Run 1, ports around the boundary:
Pins as bars across the die edge, other pins in grey.
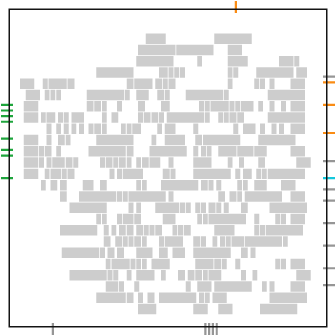
Run 1, clock nets:
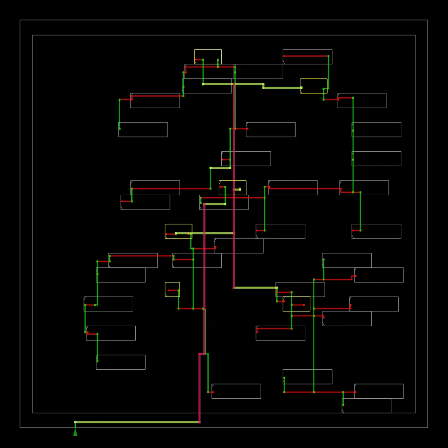
Run 1, signal wires by layer:
The bar under the picture is 20 µm long.
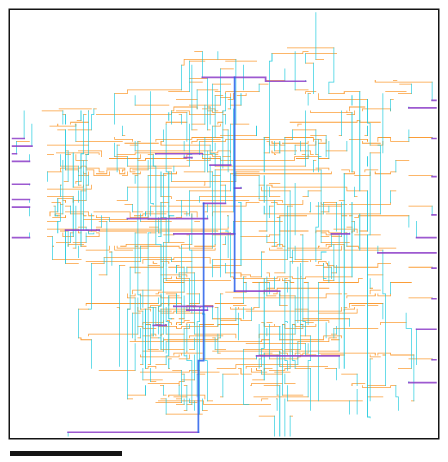
==> config.mk <==
export PLATFORM = sky130hd
export DESIGN_NAME = booth_divider
export DESIGN_NICKNAME = d
export VERILOG_FILES = /design/src/rtl/arith_pkg.sv /design/src/rtl/div_restore_step.sv /design/src/rtl/booth_divider.sv
export SDC_FILE = /design/constraint.sdc
export NUM_CORES = 1
export LEC_CHECK = 0
export ABC_AREA = 1
export CAP_MARGIN = 20
export CORE_MARGIN = 2
export CORE_UTILIZATION = 40
export CTS_BUF_LIST = sky130_fd_sc_hd__clkbuf_2 sky130_fd_sc_hd__clkbuf_4 sky130_fd_sc_hd__clkbuf_8
export DETAILED_ROUTE_END_ITERATION = 7
export PLACE_DENSITY = 0.67
export REMOVE_ABC_BUFFERS = 1
export SYNTH_ARGS = -nofsm -noshare
export SYNTH_HDL_FRONTEND = slang
export SYNTH_SLANG_ARGS = --single-unit
==> constraint.sdc <==
create_clock -name clk -period 4.4 [get_ports clk]
set_clock_uncertainty 0.15 [all_clocks]
set_input_delay 0.88 -clock clk [delete_from_list [all_inputs] [get_ports clk]]
set_output_delay 0.88 -clock clk [all_outputs]
set_load 0.005 [all_outputs]
==> src/rtl/arith_pkg.sv <==
// -----------------------------------------------------------------------------
// arith_pkg
// Shared definitions for the sequential arithmetic unit (multiplier/divider).
//   N_DEFAULT   : default operand width N (dividend is 2N wide)
//   state_e     : divider FSM states
//   cnt_width() : width of an iteration counter that can hold 0..2N
// -----------------------------------------------------------------------------
package arith_pkg;

   localparam int N_DEFAULT = 4;

   typedef enum logic [1:0] {
      ST_IDLE = 2'd0,
      ST_CALC = 2'd1,
      ST_FIX  = 2'd2,
      ST_DONE = 2'd3
   } state_e;

   function automatic int cnt_width(input int n);
      return $clog2(2 * n + 1);
   endfunction

endpackage

==> src/rtl/div_restore_step.sv <==
// -----------------------------------------------------------------------------
// div_restore_step
// One combinational iteration of unsigned restoring division.
//   rem_i : partial remainder (always < divisor magnitude)
//   bit_i : next dividend bit, shifted into the remainder LSB
//   dsr_i : divisor magnitude (unsigned)
//   rem_o : new partial remainder
//   q_o   : quotient bit produced by this iteration
// -----------------------------------------------------------------------------
module div_restore_step #(
   parameter int N = 4
) (
   input  logic [N-1:0] rem_i,
   input  logic         bit_i,
   input  logic [N-1:0] dsr_i,
   output logic [N-1:0] rem_o,
   output logic         q_o
);

   logic [N:0]   shifted;
   logic [N-1:0] diff;

   always_comb begin
      shifted = {rem_i, bit_i};
      q_o     = (shifted >= {1'b0, dsr_i});
      // When the trial subtraction succeeds the difference is below the
      // divisor magnitude, so the top bit is always zero and can be dropped.
      diff    = N'(shifted - {1'b0, dsr_i});
      rem_o   = q_o ? diff : shifted[N-1:0];
   end

endmodule

==> src/rtl/booth_divider.sv <==
// -----------------------------------------------------------------------------
// booth_divider
// Sequential signed divider: 2N-bit dividend / N-bit divisor, one restoring
// iteration per clock. Quotient truncates toward zero, remainder takes the
// sign of the dividend.
//   clk         : clock, rising edge
//   reset       : asynchronous active-high reset
//   start       : launch a division (accepted in IDLE or DONE)
//   dividend    : signed 2N-bit dividend, sampled on the start edge
//   divisor     : signed N-bit divisor, sampled on the start edge
//   quotient    : signed N-bit quotient, valid while done
//   remainder   : signed N-bit remainder, valid while done
//   done        : result valid, held until next accepted start or reset
//   div_by_zero : divisor was zero (valid with done)
//   overflow    : quotient does not fit in signed N bits (valid with done)
// -----------------------------------------------------------------------------
module booth_divider
   import arith_pkg::*;
#(
   parameter int N = N_DEFAULT
) (
   input  logic           clk,
   input  logic           reset,
   input  logic           start,
   input  logic [2*N-1:0] dividend,
   input  logic [N-1:0]   divisor,
   output logic [N-1:0]   quotient,
   output logic [N-1:0]   remainder,
   output logic           done,
   output logic           div_by_zero,
   output logic           overflow
);

   localparam int            QW        = 2 * N;
   localparam int            CW        = cnt_width(N);
   localparam logic [CW-1:0] LAST_ITER = CW'(2 * N - 1);
   localparam logic [QW-1:0] QMAX_POS  = QW'((1 << (N - 1)) - 1);
   localparam logic [QW-1:0] QMAX_NEG  = QW'(1 << (N - 1));

   state_e         state_q, state_d;
   logic [CW-1:0]  cnt_q, cnt_d;
   logic [N-1:0]   rem_q, rem_d;
   // Holds |dividend| at start; dividend bits shift out of the top while
   // quotient bits shift in at the bottom, leaving |quotient| after 2N steps.
   logic [QW-1:0]  qd_q, qd_d;
   logic [N-1:0]   dsr_q, dsr_d;
   logic           sdvd_q, sdvd_d;
   logic           sdsr_q, sdsr_d;
   logic [N-1:0]   quo_q, quo_d;
   logic [N-1:0]   rmd_q, rmd_d;
   logic           done_q, done_d;
   logic           dbz_q, dbz_d;
   logic           ovf_q, ovf_d;

   logic [N-1:0]   step_rem;
   logic           step_q;
   logic           neg_quo;

   function automatic logic [QW-1:0] abs_dvd(input logic [QW-1:0] v);
      return v[QW-1] ? QW'(-v) : v;
   endfunction

   function automatic logic [N-1:0] abs_dsr(input logic [N-1:0] v);
      return v[N-1] ? N'(-v) : v;
   endfunction

   // The negative range reaches one further than the positive range.
   function automatic logic quo_overflow(input logic [QW-1:0] mag, input logic neg);
      return neg ? (mag > QMAX_NEG) : (mag > QMAX_POS);
   endfunction

   div_restore_step #(.N(N)) u_step (
      .rem_i (rem_q),
      .bit_i (qd_q[QW-1]),
      .dsr_i (dsr_q),
      .rem_o (step_rem),
      .q_o   (step_q)
   );

   assign neg_quo = sdvd_q ^ sdsr_q;

   always_comb begin
      state_d = state_q;
      cnt_d   = cnt_q;
      rem_d   = rem_q;
      qd_d    = qd_q;
      dsr_d   = dsr_q;
      sdvd_d  = sdvd_q;
      sdsr_d  = sdsr_q;
      quo_d   = quo_q;
      rmd_d   = rmd_q;
      done_d  = done_q;
      dbz_d   = dbz_q;
      ovf_d   = ovf_q;

      case (state_q)
         ST_IDLE, ST_DONE: begin
            if (start) begin
               qd_d    = abs_dvd(dividend);
               dsr_d   = abs_dsr(divisor);
               sdvd_d  = dividend[QW-1];
               sdsr_d  = divisor[N-1];
               rem_d   = '0;
               cnt_d   = '0;
               done_d  = 1'b0;
               dbz_d   = 1'b0;
               ovf_d   = 1'b0;
               // A zero divisor skips the iterations; FIX reports it next edge.
               state_d = (divisor == '0) ? ST_FIX : ST_CALC;
            end
         end

         ST_CALC: begin
            rem_d = step_rem;
            qd_d  = {qd_q[QW-2:0], step_q};
            cnt_d = cnt_q + 1'b1;
            if (cnt_q == LAST_ITER) begin
               state_d = ST_FIX;
            end
         end

         ST_FIX: begin
            done_d  = 1'b1;
            state_d = ST_DONE;
            if (dsr_q == '0) begin
               dbz_d = 1'b1;
               quo_d = '0;
               rmd_d = '0;
            end else if (quo_overflow(qd_q, neg_quo)) begin
               ovf_d = 1'b1;
               quo_d = '0;
               rmd_d = '0;
            end else begin
               quo_d = neg_quo ? N'(-qd_q) : qd_q[N-1:0];
               rmd_d = sdvd_q ? N'(-rem_q) : rem_q;
            end
         end

         default: state_d = ST_IDLE;
      endcase
   end

   always_ff @(posedge clk or posedge reset) begin
      if (reset) begin
         state_q <= ST_IDLE;
         cnt_q   <= '0;
         rem_q   <= '0;
         qd_q    <= '0;
         dsr_q   <= '0;
         sdvd_q  <= 1'b0;
         sdsr_q  <= 1'b0;
         quo_q   <= '0;
         rmd_q   <= '0;
         done_q  <= 1'b0;
         dbz_q   <= 1'b0;
         ovf_q   <= 1'b0;
      end else begin
         state_q <= state_d;
         cnt_q   <= cnt_d;
         rem_q   <= rem_d;
         qd_q    <= qd_d;
         dsr_q   <= dsr_d;
         sdvd_q  <= sdvd_d;
         sdsr_q  <= sdsr_d;
         quo_q   <= quo_d;
         rmd_q   <= rmd_d;
         done_q  <= done_d;
         dbz_q   <= dbz_d;
         ovf_q   <= ovf_d;
      end
   end

   assign quotient    = quo_q;
   assign remainder   = rmd_q;
   assign done        = done_q;
   assign div_by_zero = dbz_q;
   assign overflow    = ovf_q;

endmodule

==> notes.md, run 1 <==
Notes from the flow run.

Global route:
- The run gives the initial antenna violation count as 0.
- The run gives the wire length of the first global-routing pass as between 7000 and 8000 µm.
- The run puts the overall track demand over capacity in global routing at 0.164.
- The via count of the first global-routing pass was between 1.5k and 2k.

Clock tree:
- The run gives the buffer depth of the longest clock path as 2.
- Per the CTS log, the root buffer master is sky130_fd_sc_hd__clkbuf_8.
- The run puts the count of hold-fix buffers inserted at cts at 0.

STA:
- Setup repair after global routing left no endpoint under its margin.
- The run puts the max-slew headroom at the worst pin at 0.703.
- Of the available clock period, the critical path in the final layout requires 0.513.
- For the final routed database, the setup TNS stands at 0 ps.
- In the final report, the number of hold violations comes to 0.

Floorplan:
- The run gives the x dimension of the die as 76.3 µm.
- According to the floorplan report, the placeable core area is 5070 µm².
- The run puts the die extent in y at ~76 µm.

Power and ir drop:
- The run puts the final total power at approximately 1.8 mW.
- The run puts the standby leakage power at ~1.3 nW.

Final layout:
- By instance count after routing, the leading logic cell types are sky130_fd_sc_hd__nand2_1, sky130_fd_sc_hd__inv_1, sky130_fd_sc_hd__dfrtp_1.
- The run puts the footprint of the multi-input gates at around 1000 µm².
- The run gives the count of filler cells inserted in the layout as 504.
- The run puts the post-layout net count at ~330.
- The run puts the proportion of layout cells with a drive suffix above 1 at 0.0493.
- The area growth from synthesis to layout is 18.9%.
- The run gives the sequential cell area as 876 µm².

Status:
- The flow ran to the end, and the final reports show no timing, DRC or antenna violations.

Logic synthesis:
- For this design, Yosys synthesis ends with a cell count of 275.
- Of the synthesized area, sequential elements account for 0.419.
- Each instance of the synthesized netlist takes up on average approximately 7.6 µm².
- The run puts the synthesized-area fraction occupied by ao, oa, aoi and oai cells at 0.117.
- The run gives the most frequently used flop master after synthesis as sky130_fd_sc_hd__dfrtp_1.
- The run puts the count of flip-flops with a built-in enable after synthesis at 0.
- The run puts the area fraction in and, or, nand and nor cells at 0.265.
- The cell area that synthesis handed to floorplanning was roughly 2100 µm².

Setup path:
- The run puts the highest fanout seen on the critical path at 13.
- The critical path's slowest stage uses the library cell sky130_fd_sc_hd__clkdlybuf4s50_1.
- The run gives the cell seen most often among critical-path stages as sky130_fd_sc_hd__nand2_1.
- The signal on the critical path passes through clkdlybuf4s50_1 -> nand2_1 -> o21ai_4 -> inv_4 -> nand2_1 -> o21ai_0 -> o21bai_1.

Drt:
- The first TritonRoute pass finished after 4 iterations.
- The run puts the number of design-rule violations left by the first detailed-router iteration at roughly 96.
- The run puts the routed length per instance at 11.7 µm.

Place:
- The run gives the global placer's final weighted congestion as slightly below 0.9.
About 'ports around the boundary':
Key: dividend = green [pins 8, direction input, edge left]; quotient = orange [pins 4, direction output, edge 3 right, 1 top]; overflow = cyan [pins 1, direction output, edge right]

About 'clock nets':
clock tree buffer count of the final layout: 6
clk sink count: 35
TritonCTS Buffers: 5
clk_lat worst skew: 280 ps
number of sequential storage elements: 35

About 'signal wires by layer':
Key: M3 = purple [wire length 184 µm]; M2 = cyan [wire length 1930 µm]; M4 = blue [wire length 79.8 µm]; M1 = orange [wire length 2200 µm]

-- run 1: flip-flops by register name (all words and copies together) (netlist names) --
register     count
dsr_q            4
quotient         4
remainder        4
state_q          2
qd_q             8
rem_q            4
sdsr_q           1
div_by_zero      1
overflow         1
done             1
sdvd_q           1
cnt_q            4
-- run 1: power breakdown --
group,total (mW),switching [mW],internal (mW)
sequential,0.559,0.0949,0.464
combinational,0.987,0.597,0.390
clock,0.221,0.110,0.112
-- run 1: metrics by stage --
| step | worst slack (ps) | hold WS [ps] |
|---|---|---|
| final | 2140 | 327 |
| after floorplan | 2540 | 318 |
| after CTS | 2140 | 333 |
| after detailed placement | 1830 | 315 |
| after global routing | 2030 | 360 |
| after global placement | 1850 | 312 |
-- run 1: Yosys cell counts (2+ instances only) --
cell type                  instances  area, µm²
sky130_fd_sc_hd__nand2_1          87        327
sky130_fd_sc_hd__inv_1            38        143
sky130_fd_sc_hd__dfrtp_1          35        876
sky130_fd_sc_hd__nor2_1           19       71.3
sky130_fd_sc_hd__o21ai_0          19       95.1
sky130_fd_sc_hd__nand3_1          18       90.1
sky130_fd_sc_hd__a21oi_1          14       70.1
sky130_fd_sc_hd__ha_1             11        138
sky130_fd_sc_hd__xor2_1            6       52.6
sky130_fd_sc_hd__nand4_1           3       18.8
sky130_fd_sc_hd__a22o_1            2       17.5
sky130_fd_sc_hd__buf_6             2       22.5
sky130_fd_sc_hd__inv_2             2       7.51
sky130_fd_sc_hd__nor2_4            2       22.5
sky130_fd_sc_hd__nor3_1            2       10.0
sky130_fd_sc_hd__o211ai_1          2       15.0
sky130_fd_sc_hd__xnor2_1           2       17.5
-- run 1: cells by family (layout without fill, tap and decap cells) --
group / count (synthesis) / count (layout)
and+or+nand+nor: 133 / 133
buffers and inverters: 45 / 74
AOI/OAI and AO/OA: 42 / 42
DFF: 35 / 35
adders and majority gates: 12 / 12
xor gates and xnor gates: 8 / 8
-- run 1: routing by layer --
metal  global-route usage  vias up  share of wire
met2                0.252       48           0.44
met1                0.223      810           0.50
li1                     -      931              -
met5                    0        -              0
met3               0.0403        6          0.042
met4               0.0655        0          0.018
-- run 1: cell type report --
type                            instances  share of cell area
Tap cell                               70              0.0353
Inverter                               42              0.0645
Timing Repair Buffer                   26               0.104
Sequential cell                        35               0.353
Multi-Input combinational cell        195               0.413
Clock buffer                            6              0.0307
-- run 1: critical path: cells and delay by family --
family | cells | cell delay (ps)
AND-OR/OR-AND | 3 | 450
AND/OR/NAND/NOR | 2 | 330
buffers and inverters | 2 | 610
-- run 1: worst paths after layout --
kind                             startpoint     endpoint  slack (ps)  cells after the start
worst max-delay path                  start      qd_q[4]        2140                      7
worst min-delay path            quotient[2]  quotient[2]         330                      2
worst min register to register  quotient[2]  quotient[2]         330                      2
max in group asynchronous             reset      qd_q[4]        2940                      3
worst max register to register   state_q[0]      qd_q[4]        2360                      8
min in group asynchronous             reset  quotient[2]         850                      3
Run 1, sequential cells coloured by netlist name:
Other sequential cells in the stronger grey, the rest of the logic in the fainter grey.
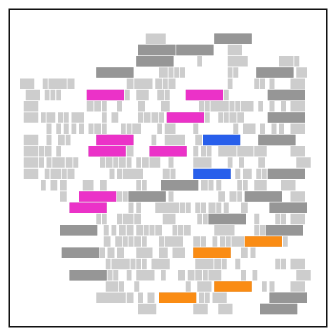

==> inputs of run 2 (changes only) <==
- clock period: 4.4 -> 2.15 ns (I/O delays scaled with it)
Run 2, sequential cells coloured by netlist name:
Other sequential cells in the stronger grey, the rest of the logic in the fainter grey.
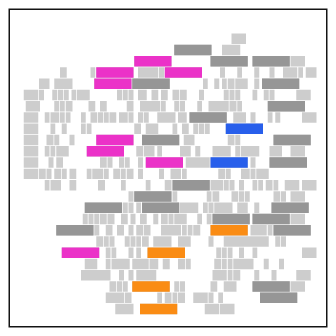
Key: state_q = blue [sequential cells 2]; dsr_q = orange [sequential cells 4, where bottom centre]; qd_q = magenta [sequential cells 8]

Run 2, ports around the boundary:
Pins as bars across the die edge, other pins in grey.
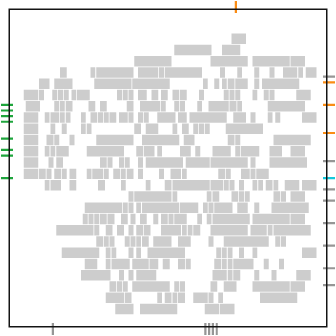
Key: dividend = green [pins 8, direction input, edge left]; overflow = cyan [pins 1, direction output, edge right]; quotient = orange [pins 4, direction output, edge 3 right, 1 top]
All pins by edge: 12 right, 8 left, 5 bottom, 1 top.

Run 2, signal wires by layer:
The bar under the picture is 20 µm long.
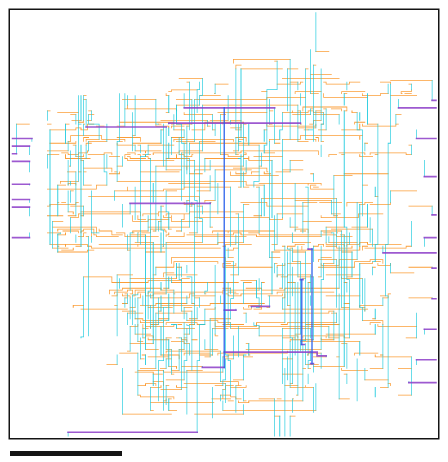
final WL: 4540 µm
Routed WL per cell: 12.0 µm

==> run 2 against run 1 <==
  * Global-route usage is 1.1 points higher
  * Final cell count up 1.6%
  * Hold slack improved by 1.5 ps
  * Power grew 120%
  * Area after synthesis unchanged
  * Die area is the same
  * Largest power group unchanged
==> notes.md, run 2 <==
Notes from the flow run.

Logic synthesis:
- The cell area that synthesis handed to floorplanning was roughly 2100 µm².
- The commonest register cell is sky130_fd_sc_hd__dfrtp_1.
- The synthesis log from Yosys contains 0 warnings.
- The run gives the synthesis area per yosys as ~2100 µm².
- The run gives the most repeated cell in the gate-level netlist after synthesis as sky130_fd_sc_hd__nand2_1.
- Counting flops with a built-in enable in the synthesized netlist gives 0.
- The run gives the sequential fraction of the synthesis area as 0.419.
- The run gives the average instance area after synthesis as 7.60 µm².
- For reference, the top cells by count after synthesis are sky130_fd_sc_hd__nand2_1, sky130_fd_sc_hd__inv_1, sky130_fd_sc_hd__dfrtp_1.
- The run puts the cell count in the Yosys report at around 280.
- After synthesis, the cell types taking the most area are sky130_fd_sc_hd__dfrtp_1, sky130_fd_sc_hd__nand2_1, sky130_fd_sc_hd__inv_1, sky130_fd_sc_hd__ha_1, sky130_fd_sc_hd__o21ai_0.
- The cell type that accounts for the most area after synthesis is sky130_fd_sc_hd__dfrtp_1.
- The share of synthesized area in the top cell type comes to 0.419.

Drt:
- The script logs the ratio of routed vias to standard cells as ~4.8.
- The routed layout reports a DRC error count of 0.
- The run puts the number of design-rule violations left by the first detailed-router iteration at 73.
- Across all layers, the routed design uses approximately 1.8k vias.
- The run gives the number of iterations in the first detailed-routing pass as 4.

Clock tree:
- The run puts the number of buffers created by CTS at 5.
- The run gives the buffer depth of the longest clock path as 2.
- In this run, post-CTS hold repair placed 0 buffers.
- The run gives the cell at the root of the clock tree as sky130_fd_sc_hd__clkbuf_8.
- The tree built by TritonCTS fans out to 35 sinks.
- Post-CTS repair ended up resizing 0 cells.
- The run gives the clock latency of the later-clocked register in the worst-skew pair as 290 ps.
- The run puts the clock edge transition at the registers on the reported setup and hold paths at approximately 70 ps.
- Looking at the clock tree report, the H-tree level count equals 2.

Setup path:
- The run puts the cell depth of the worst flop-to-flop path at 10.
- The critical path starts at state_q[0].
- The run puts the highest fanout seen on the critical path at 7.
- The run gives the capture point of the worst reg-to-reg path as qd_q[6].
- The run gives the endpoint of the most critical setup path as qd_q[6].
- The run puts the data required time of the worst path at between 2000 and 2500 ps.
- The run puts the worst-case register-to-register setup slack at 210 ps.
- The run gives the start of the worst register-to-register path as state_q[0].

Power and ir drop:
- In this run the static leakage power is ~1.3 nW.
- The run puts the internal power summed over all cells at about 2.2 mW.
- The run gives the switching power as roughly 1.7 mW.
- The run gives the portion of total power attributed to sequential cells as 0.298.
- The run puts the switching power share of the total at 0.438.
- The run puts the clock power share at 0.160.
- Of the total power, combinational logic draws 0.542.

Job:
- The run puts the number of OpenROAD warnings at 26.

Place:
- The run puts the pre-CTS setup slack at between 150 and 200 ps.
- The run puts the count of buffers inserted at the top-level ports at 25.
- The congestion estimate from routability-driven global placement came to between 0.8 and 0.9.

Floorplan:
- The run puts the die extent in y at roughly 76 µm.
- The run gives the initial standard-cell utilization of the core as 0.412.
- The run puts the core area at approximately 5000 µm².
- The run gives the placement row count as 26.
- The run gives the x dimension of the die as about 76 µm.

Final layout:
- The run puts the diode insertion count for antenna repair at 0.
- By instance count after routing, the leading logic cell type is sky130_fd_sc_hd__nand2_1.
- At the end of the flow, the number of nets in the layout was around 340.
- The run puts the count of filler cells inserted in the layout at ~530.
- The run puts the number of flip-flops under the largest register name at 8.
- Per the final layout report, the fraction of cells sized above drive strength 1 comes to 0.0677.
- By instance count after routing, the leading logic cell types are sky130_fd_sc_hd__nand2_1, sky130_fd_sc_hd__inv_1, sky130_fd_sc_hd__dfrtp_1.
- The run gives the largest register by flop count as qd_q.
- The run gives the layout overhead on the synthesized area as 22.3%.

Global route:
- The run puts the overall track demand over capacity in global routing at 0.175.
- The first global-routing pass estimated 8170 µm of wire.
- The run gives the via count of the first global-routing pass as approximately 1.8k.
- The run puts the initial antenna violation count at 0.

Worst hold path:
- The run gives the type of the worst min-delay path as register to register.

STA:
- Headroom to the max-slew limit came out at 0.709.
- The run gives the share of the cycle needed by the critical path after routing as 0.903.
- After layout, the worst setup slack is between 200 and 250 ps.
- The run gives the final number of hold-violating endpoints as 0.
- Setup repair after global routing left no endpoint under its margin.
- The run puts the setup total negative slack at 0 ps.

Status:
- The flow ran to the end, and the final reports show no timing, DRC or antenna violations.
-- run 2: cell counts after synthesis --
Identical to the previous run, type by type.
-- run 2: cells by family (layout without fill, tap and decap cells) --
group | Yosys count | count (layout) | synth area share
xor+xnor | 8 | 8 | 0.0335
simple gates | 133 | 133 | 0.265
compound gates | 42 | 42 | 0.117
flops | 35 | 35 | 0.419
buf+inv | 45 | 80 | 0.0898
fa+ha+maj | 12 | 12 | 0.0754
-- run 2: critical path, cell delays in order, from the launching register on --
cell	delay, ps
sky130_fd_sc_hd__dfrtp_1	370
sky130_fd_sc_hd__inv_1	50
sky130_fd_sc_hd__ha_1	380
sky130_fd_sc_hd__inv_1	100
sky130_fd_sc_hd__or2_4	260
sky130_fd_sc_hd__nand2_1	140
sky130_fd_sc_hd__inv_2	100
sky130_fd_sc_hd__nand2_1	60
sky130_fd_sc_hd__o21ai_0	80
sky130_fd_sc_hd__inv_1	70
sky130_fd_sc_hd__nand2_1	60
-- run 2: metal layers --
layer  up-vias  share of wire  GRT usage
li1        941              -          -
met4         0          0.017     0.0709
met5         -              0          0
met3         8          0.039     0.0367
met2        40           0.46      0.292
met1       840           0.49      0.223
-- run 2: area by class of cell --
| class | count | area [µm²] | share of cell area |
|---|---|---|---|
| Sequential cell | 35 | 876 | 0.343 |
| Tap cell | 70 | 87.6 | 0.0343 |
| Multi-Input combinational cell | 195 | 1030 | 0.402 |
| Timing Repair Buffer | 30 | 288 | 0.113 |
| Inverter | 42 | 160 | 0.0627 |
| Clock buffer | 6 | 82.6 | 0.0323 |
| Clock inverter | 2 | 35.0 | 0.0137 |
-- run 2: per-stage QoR --
stage	area [µm²]	hold WS, ps	std cells	total power [mW]
floorplan	2060	318	272	2.60
CTS	2550	335	380	3.88
global route	2550	350	380	4.25
global placement	2440	313	372	3.18
finish	2550	328	380	3.84
detailed placement	2440	316	372	3.23
-- run 2: how the worst min path moves through the flow --
| stage | from | end | depth (start not counted) |
|---|---|---|---|
| 2_1_floorplan | cnt_q[0] | cnt_q[0] | 1 |
| 3_3_place_gp | remainder[2] | remainder[2] | 2 |
| 3_5_place_dp | quotient[2] | quotient[2] | 2 |
| 4_1_cts | remainder[0] | remainder[0] | 2 |
| 5_1_grt | div_by_zero | div_by_zero | 2 |
| 6_report | quotient[2] | quotient[2] | 2 |
-- run 2: power by group through the flow --
stage	Combinational, mW	Clock (mW)	Sequential [mW]
after floorplan	1.48	0	1.11
after global placement	2.03	0	1.15
after detailed placement	2.08	0	1.15
after CTS	2.10	0.634	1.14
after global routing	2.42	0.656	1.18
final	2.08	0.615	1.14
No activity file was given, so power comes from the tool's default toggle rates.
